`src/rtl/branch_control.sv`:
```
`default_nettype none
// ============================================================================
// Module   : branch_control
// Purpose  : PC-source branch decision (combinational) with a registered copy,
//            sticky illegal-select flag and optional taken-branch counter
//            (enabled by defining BRANCH_STATS_EN).
// Revision : 1.0
// ============================================================================
module branch_control #(
    parameter int REG_BITS = 32
) (
    input  logic                clk,
    input  logic                reset,
    input  logic [1:0]          PCSrc,
    input  logic [2:0]          opcode2,
    input  logic [REG_BITS-1:0] operand,
    output logic                branch,
    output logic                branch_q,
    output logic                illegal,
    output logic [31:0]         taken_count
);

    localparam logic [1:0] c_PC_SEQ  = 2'b00;
    localparam logic [1:0] c_PC_COND = 2'b01;
    localparam logic [1:0] c_PC_POP  = 2'b10;
    localparam logic [1:0] c_PC_RSVD = 2'b11;

    localparam logic [2:0] c_BZ   = 3'b000;
    localparam logic [2:0] c_BNZ  = 3'b001;
    localparam logic [2:0] c_BLTZ = 3'b010;
    localparam logic [2:0] c_BGEZ = 3'b011;
    localparam logic [2:0] c_BGTZ = 3'b100;
    localparam logic [2:0] c_BLEZ = 3'b101;
    localparam logic [2:0] c_BAL  = 3'b110;
    localparam logic [2:0] c_BNV  = 3'b111;

    logic w_zero;
    logic w_neg;
    logic w_cond;
    logic r_branch_q;
    logic r_illegal;

    // Sign comes from the MSB alone; zero is neither negative nor positive.
    assign w_zero = (operand == '0);
    assign w_neg  = operand[REG_BITS-1];

    always_comb begin
        w_cond = 1'b0;
        case (opcode2)
            c_BZ:    w_cond = w_zero;
            c_BNZ:   w_cond = !w_zero;
            c_BLTZ:  w_cond = w_neg;
            c_BGEZ:  w_cond = !w_neg;
            c_BGTZ:  w_cond = !w_neg && !w_zero;
            c_BLEZ:  w_cond = w_neg || w_zero;
            c_BAL:   w_cond = 1'b1;
            c_BNV:   w_cond = 1'b0;
            default: w_cond = 1'b0;
        endcase
    end

    always_comb begin
        branch = 1'b0;
        case (PCSrc)
            c_PC_SEQ:  branch = 1'b0;
            c_PC_COND: branch = w_cond;
            c_PC_POP:  branch = 1'b1;
            c_PC_RSVD: branch = 1'b0;
            default:   branch = 1'b0;
        endcase
    end

    always_ff @(posedge clk) begin
        if (reset) begin
            r_branch_q <= 1'b0;
            r_illegal  <= 1'b0;
        end else begin
            r_branch_q <= branch;
            if (PCSrc == c_PC_RSVD) begin
                r_illegal <= 1'b1;
            end
        end
    end

    assign branch_q = r_branch_q;
    assign illegal  = r_illegal;

`ifdef BRANCH_STATS_EN
    logic [31:0] r_taken_count;

    // Free-running; wraps naturally at 2^32.
    always_ff @(posedge clk) begin
        if (reset) begin
            r_taken_count <= 32'd0;
        end else if (branch) begin
            r_taken_count <= r_taken_count + 32'd1;
        end
    end

    assign taken_count = r_taken_count;
`else
    assign taken_count = 32'd0;
`endif

endmodule
`default_nettype wire

```
`config.mk`:
```
export PLATFORM = sky130hd
export DESIGN_NAME = branch_control
export DESIGN_NICKNAME = d
export VERILOG_FILES = /design/src/rtl/branch_control.sv
export SDC_FILE = /design/constraint.sdc
export NUM_CORES = 1
export LEC_CHECK = 0
export CELL_PAD_IN_SITES_DETAIL_PLACEMENT = 1
export CELL_PAD_IN_SITES_GLOBAL_PLACEMENT = 1
export CORE_ASPECT_RATIO = 1.4
export CORE_MARGIN = 2
export CORE_UTILIZATION = 13
export CTS_BUF_LIST = sky130_fd_sc_hd__clkbuf_8
export DETAILED_ROUTE_END_ITERATION = 10
export PLACE_DENSITY_LB_ADDON = 0.1
export SYNTH_ARGS = -nofsm -noshare
export SYNTH_HDL_FRONTEND = slang
export SYNTH_SLANG_ARGS = --single-unit
```
`constraint.sdc`:
```
create_clock -name clk -period 1.45 [get_ports clk]
set_input_delay 0.29 -clock clk [delete_from_list [all_inputs] [get_ports clk]]
set_output_delay 0.29 -clock clk [all_outputs]
set_load 0.1 [all_outputs]
```
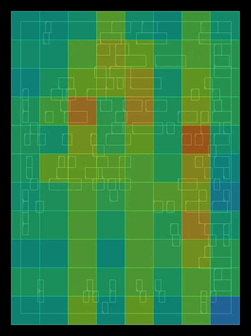
*Track usage over the die, run 1*
met2 layer usage reported by global route: 0.139
GR Util All Layers: 0.0760

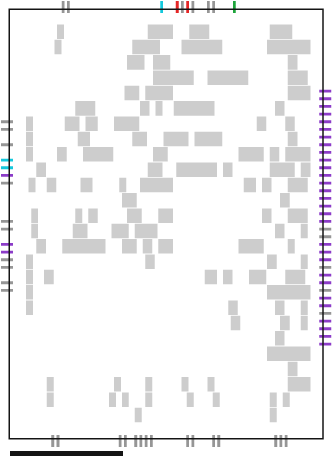
*I/O pins on the die edge, run 1*
The bar under the picture is 20 um long. Pins as bars across the die edge, other pins in grey.
port	colour	pins	direction	edge
operand	purple	32	input	29 right, 3 left
PCSrc	red	2	input	top
opcode2	cyan	3	input	2 left, 1 top
branch_q	green	1	output	top
all pins by edge	34 right, 15 left, 15 bottom, 10 top

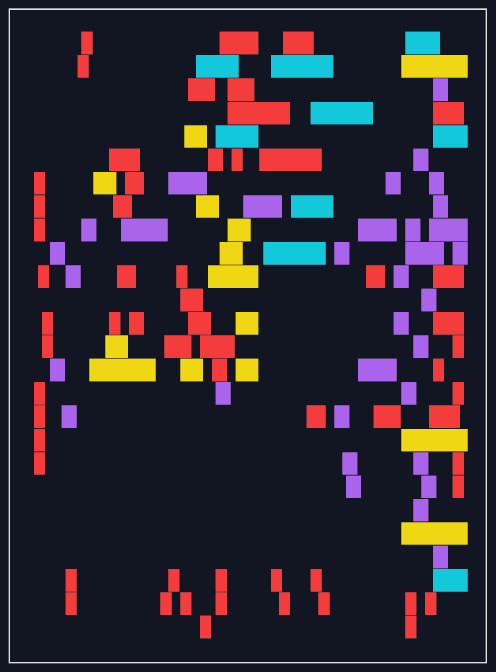
*Drive-strength map, run 1*
size	colour	cells
drive 6 and up	cyan	9
drive 3 to 4	yellow	14
drive 2	purple	33
drive 1 or less	red	59
post-route cell area: 928 um^2
worst-case setup margin in the final layout: -416 ps
non-clock buffer count: 50
synthesis-to-finish area growth: 93.2%

==> run notes, run 1 <==
The run finished, with violations left. The final reports fail on negative setup slack. Signal routing reaches up to met4. The switching part of the total power is 0.600, and the highest net fanout along the worst path is 2. The synthesized design spends more area on one cell type than any other, namely buf_4. For the number of flip-flops and latches, the log shows 2.

The utilization after layout is 0.257, and the area of the die is 4210 um^2. With the number of buffers added on ports at 41, the number of well taps is 42. The start point of the critical path is operand[31]. Endpoint class of the critical path: an output port. For reference, the most critical setup path is categorized as in -> out.

Entering global routing, the biggest net connects 8 pins. The count of instances resized after the clock tree is built came out at 105. For the yosys synthesis chip area, the log shows 480 um^2. The run gives 0 for the post-synthesis async set-or-reset flop share.

The post-synthesis compound-gate area fraction is 0.0990, and the average detailed-routed wire length per instance is 10.7 um. The combinational share of power was 0.678. The reg-to-reg critical path startpoint was illegal$_SDFFE_PP0N_. The final max-slew violation count recorded for this run is 0.

The run gives 1 for the total of endpoints with negative setup slack in the final report. With the power spent charging and discharging nets at 516 uW, the adder-cell share of the synthesized area is 0. The final setup slack of the worst path was -416 ps.

The tree is rooted in a clkbuf_8. For the boundary pin count, the log shows 74.
==> run 2, diff against run 1 <==
--- a/config.mk
+++ b/config.mk
@@ -5,6 +5,7 @@
 export SDC_FILE = /design/constraint.sdc
 export NUM_CORES = 1
 export LEC_CHECK = 0
+export ABC_AREA = 0
 export CELL_PAD_IN_SITES_DETAIL_PLACEMENT = 1
 export CELL_PAD_IN_SITES_GLOBAL_PLACEMENT = 1
 export CORE_ASPECT_RATIO = 1.4
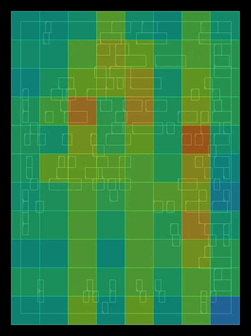
*Track usage over the die, run 2*
GR met3 Demand/Resource: 0.0290
final design utilization: 0.257
global-route track usage on met1: 0.0754
drt wl/cell: 10.7 um

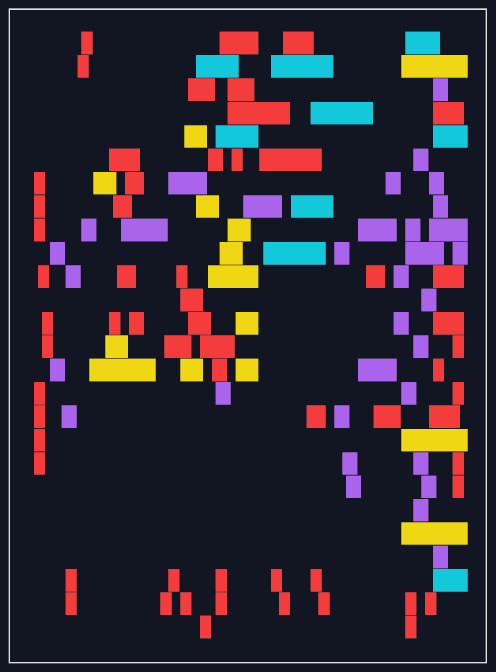
*Drive-strength map, run 2*

==> run notes, run 2 <==
The power spent charging and discharging nets is 516 uW (unchanged), and the highest net fanout along the worst path is 2 (unchanged). Largest net degree at the start of global routing: 8 (unchanged). With the fraction of met2 tracks used by global routing at 0.139 (unchanged), the clock share of power is 0.249.

The checks that failed: negative setup slack. The run gives 2 (unchanged) for the number of flip-flops and latches. The run gives -860 ps for the setup slack at placement. STA classifies the critical path endpoint as an output port. Signal routing reaches up to met4. The post-synthesis async set-or-reset flop share was 0 (unchanged); the yosys synthesis chip area was 480 um^2 (unchanged). For the global-route wire length before repair, the log shows 2580 um. Summed over all instances, the cell type with the most area after synthesis is buf_4. The combinational share of power is 0.678 (about the same), and the tool warning count is 29. The number of levels in the clock H-tree is 1.

The number of global-route vias before repair is 569, and the final design instance area without fill is 928 um^2 (unchanged). Area of the die: 4210 um^2 (unchanged). The flow ran to the end, but the final reports show violations.

The clock arrives with 0 ps of skew. With the number of well taps at 42 (unchanged), the number of buffers added on ports is 41 (unchanged). Start point of the critical path: operand[31]. The root buffer cell chosen for the clock tree is clkbuf_8.

After detailed routing, the met2 layer carries 889 um of wire. Looking at the group totals, the largest power group turns out to be combinational logic. The global router's overall resource usage is 0.0760 (unchanged).

The adder-cell share of the synthesized area is 0 (unchanged), and the post-synthesis compound-gate area fraction is 0.0990 (unchanged). Ranked by total cell area, the synthesized netlist is headed by buf_4, nor4_1, dfxtp_1, nor4_2, a31oi_1. The boundary pin count was 74 (unchanged). The tools report the reg-to-reg critical path startpoint as illegal$_SDFFE_PP0N_. The final setup slack of the worst path came out at -416 ps (unchanged).

The area overhead of the layout relative to synthesis came out at 93.2% (unchanged). The run gives 1680 um for the total wire length. Per the STA report, the cell with the highest stage delay on the worst path is o221a_1.

The number of signal-net buffers in the layout was 50 (unchanged). In the Yosys report the total cell count is 63. The run gives 1 (unchanged) for the total of endpoints with negative setup slack in the final report.

The critical path class is in -> out. STA classifies the critical path startpoint as an input pin. The count of instances resized after the clock tree is built is 105 (unchanged). Switching part of the total power: 0.600 (unchanged).

Sorting the synthesis cell report by count puts at the top buf_4. The repair_antennas step left the layout with diodes totalling 0. The terminating pin of the worst hold path was illegal$_SDFFE_PP0N_.

The portion of the layout cell area used by clock cells was 0.0445. Max-slew violation count: 0 (unchanged).
==> run 3, diff against run 2 <==
--- a/config.mk
+++ b/config.mk
@@ -12,8 +12,10 @@
 export CORE_MARGIN = 2
 export CORE_UTILIZATION = 13
 export CTS_BUF_LIST = sky130_fd_sc_hd__clkbuf_8
+export CTS_CLUSTER_SIZE = 12
 export DETAILED_ROUTE_END_ITERATION = 10
 export PLACE_DENSITY_LB_ADDON = 0.1
+export RECOVER_POWER = 50
 export SYNTH_ARGS = -nofsm -noshare
 export SYNTH_HDL_FRONTEND = slang
 export SYNTH_SLANG_ARGS = --single-unit
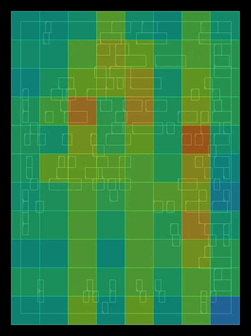
*Track usage over the die, run 3*
busiest layer in global routing: met2
drt wl/cell: 10.7 um

==> run notes, run 3 <==
The flow ran to the end, but the final reports show violations. The final reports fail on negative setup slack. Critical path class: in -> out.

The max-slew violation count was 0 (unchanged); the post-synthesis async set-or-reset flop share was 0 (unchanged). The startpoint identified for the worst register-to-register timing path is illegal$_SDFFE_PP0N_. The setup slack at placement came out at -860 ps (unchanged). The most common cell in the synthesized netlist is buf_4. The largest net degree at the start of global routing came out at 8 (unchanged).

For the combinational share of power, the log shows 0.678 (about the same). The group that draws the most power in this run is combinational logic. With the number of global-route vias before repair at 569 (unchanged), the area of the die is 4210 um^2 (unchanged). The number of signal-net buffers in the layout came out at 50 (unchanged). The number of antenna diodes was 0 (unchanged).

The slowest stage of the critical path is the o221a_1 cell. The number of flip-flops and latches was 2 (unchanged); the final setup slack of the worst path was -416 ps (unchanged). The number of buffers added on ports is 41 (unchanged), and the routing usage on met1 is 0.0754 (unchanged). The final design instance area without fill was 928 um^2 (unchanged); the global router's overall resource usage was 0.0760 (unchanged).

The tool warning count came out at 29 (unchanged). The run gives 1 (unchanged) for the total of endpoints with negative setup slack in the final report. The yosys stat cell total is 63 (unchanged), and the fraction of met2 tracks used by global routing is 0.139 (unchanged). The run gives 0.600 (about the same) for the switching part of the total power. The worst-case clock skew is 0 ps (unchanged), and the area overhead of the layout relative to synthesis is 93.2% (unchanged). In this run the top signal layer used is met4. The portion of the layout cell area used by clock cells came out at 0.0445 (unchanged).

The met3 track demand over resource came out at 0.0290 (unchanged). According to the timing report, the critical path is launched from operand[31]. The synthesis report lists the most area-consuming cells as buf_4, nor4_1, dfxtp_1, nor4_2, a31oi_1.
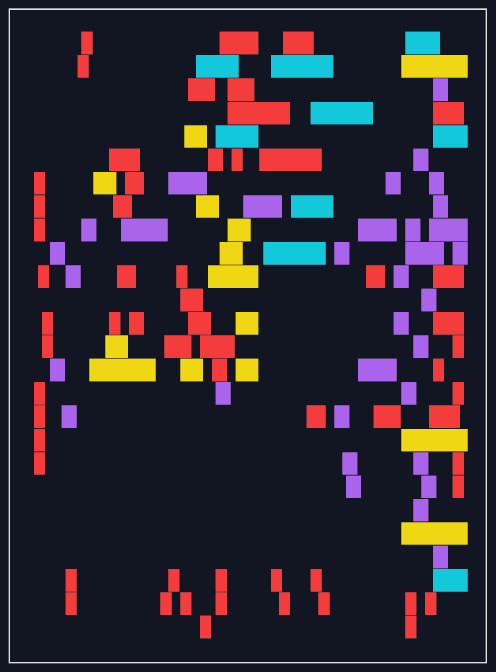
*Drive-strength map, run 3*

Power is estimated from default activity; no workload was simulated.
